==> config.mk <==
export PLATFORM = sky130hd
export DESIGN_NAME = seq_alu
export DESIGN_NICKNAME = d
export VERILOG_FILES = /design/src/rtl/alu_pkg.sv /design/src/rtl/seq_alu_core.sv /design/src/rtl/seq_alu.sv
export SDC_FILE = /design/constraint.sdc
export NUM_CORES = 1
export LEC_CHECK = 0
export CELL_PAD_IN_SITES_DETAIL_PLACEMENT = 0
export CELL_PAD_IN_SITES_GLOBAL_PLACEMENT = 1
export CORE_ASPECT_RATIO = 1.4
export CORE_UTILIZATION = 49
export CTS_BUF_LIST = sky130_fd_sc_hd__clkbuf_8
export DETAILED_ROUTE_END_ITERATION = 6
export GPL_ROUTABILITY_DRIVEN = 0
export HOLD_SLACK_MARGIN = 0.02
export PLACE_DENSITY = 0.89
export SLEW_MARGIN = 20
export SYNTH_ARGS = -nofsm -noshare
export SYNTH_HDL_FRONTEND = slang
export SYNTH_SLANG_ARGS = --single-unit
==> constraint.sdc <==
create_clock -name clk -period 6 [get_ports clk]
set_clock_uncertainty 0.2 [all_clocks]
set_input_delay 0.9 -clock clk [delete_from_list [all_inputs] [get_ports clk]]
set_output_delay 0.9 -clock clk [all_outputs]
set_load 0.02 [all_outputs]
Figure 1. Routed metal, one colour a layer.
Only two layers are drawn.
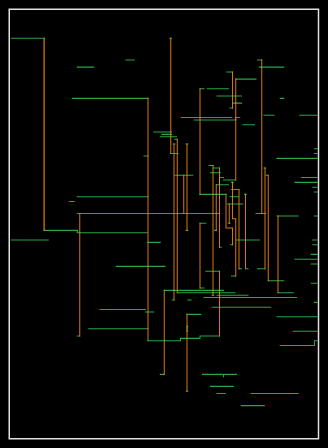
colour	layer	wire length
green	met3	575 um
orange	met4	753 um
routed wire length per instance: 18.3 um
DRT Wirelength: 15.2 mm
total global-route track usage: 0.300
number of vias in the routed layout: 5,149

Figure 2. Cells coloured by class.
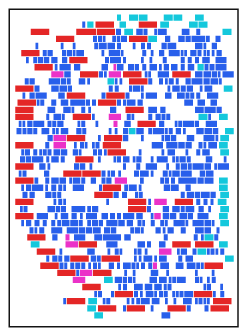
colour	class	cells
cyan	other buffers and delay cells	40
magenta	clock drivers and dummy loads	16
red	flip-flops	61
blue	all other logic	576
flip-flop and latch share of the layout cell area: 0.221
Core Footprint: 9900 um2
end-of-flow core utilization: 0.560
post-route cell area: 5540 um2
total number of placement rows: 43

Figure 3. Pin placement.
Pins as bars across the die edge, other pins in grey.
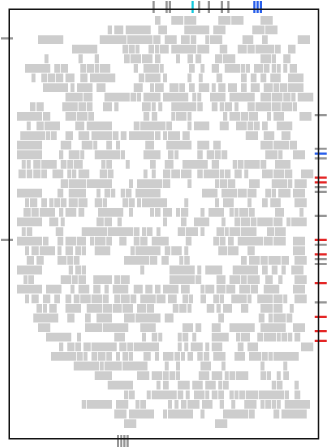
colour	port	pins	direction	edge
cyan	`OF`	1	output	top
blue	`op`	4	input	3 top, 1 right
red	`x`	8	input	right
all pins by edge	19 right, 11 top, 4 bottom, 2 left
y dimension of the die: 121 um
die x size: 87.2 um
# port buffers: 35

==> run summary <==
Here are the numbers from the latest Yosys + OpenROAD run.

The area growth from synthesis to final layout is 11.4%. The data arrival time of the critical path came out at ~4.8 ns. The number of buffers between clock root and the deepest sink is 2.

The switching power summed over all nets came out at 0.000337 W. The number of buffers added for setup after CTS is 0. The number of synthesized flops with an enable pin came out at 0. The number of non-clock inverters came out at 24. The run finished with clean final reports. Post-route period utilization is reported as 0.783. The worst hold slack came out at about 0.27 ns. The number of detailed-routing iterations run before antenna repair came out at 4. Entering global routing, the biggest net connects 82 pins. The total setup violations reported at the end of the flow came out at 0. Sorting the Yosys area breakdown by cell type puts at the top sky130_fd_sc_hd__dfxtp_1.

The post-CTS hold buffer count recorded in the log is 0. TritonCTS built the clock tree. The max-cap check violation count is 0. The post-layout minimum cycle time came out at 4.70 ns. The dominant kind of cell is combinational gates. The area share of the leading cell type in the synthesized netlist came out at 0.245. The tally of unique sky130hd cells used after synthesis is 62. The leakage component of the power is between 2 and 2.5 nW. For reference, the most critical setup path is categorized as input port to flop. The final timing report lists a hold violation count of 0. Tap insertion was completed with 135 tapcells.
-- through the flow --
stage | cells | setup WS (ns) | area [um2]
2_1_floorplan | 680 | 1.65 | 4980
3_3_place_gp | 812 | 1.16 | 5370
3_5_place_dp | 812 | 1.03 | 5370
4_1_cts | 828 | 1.38 | 5540
5_1_grt | 828 | 1.14 | 5540
6_report | 828 | 1.30 | 5540
-- logic make-up (layout without fill, tap and decap cells) --
group / after synthesis / count (layout) / synth area share
xor+xnor: 24 / 24 / 0.0422
mux: 14 / 14 / 0.0282
simple gates: 257 / 257 / 0.252
compound gates: 215 / 215 / 0.272
fa+ha+maj: 42 / 42 / 0.109
buf+inv: 67 / 80 / 0.0513
flops: 61 / 61 / 0.245
-- critical path: stages --
cell                              delay [ns]
sky130_fd_sc_hd__clkdlybuf4s50_1        0.84
sky130_fd_sc_hd__or3b_2                 0.52
sky130_fd_sc_hd__a21oi_1                0.16
sky130_fd_sc_hd__buf_4                  0.21
sky130_fd_sc_hd__xnor2_1                0.08
sky130_fd_sc_hd__ha_1                   0.37
sky130_fd_sc_hd__and3_1                 0.21
sky130_fd_sc_hd__a21oi_1                0.09
sky130_fd_sc_hd__a211oi_1               0.49
sky130_fd_sc_hd__a21oi_1                0.17
sky130_fd_sc_hd__xnor2_1                0.14
sky130_fd_sc_hd__or3_1                  0.31
sky130_fd_sc_hd__a221oi_1               0.24
-- metal layers --
metal	GRT usage	part of all wire	vias to the layer above
li1	-	-	2478
met1	0.335	0.41	2466
met2	0.520	0.51	147
met3	0.0578	0.038	58
met4	0.182	0.050	0
met5	0	0	-
No activity file was given, so power comes from the tool's default toggle rates.
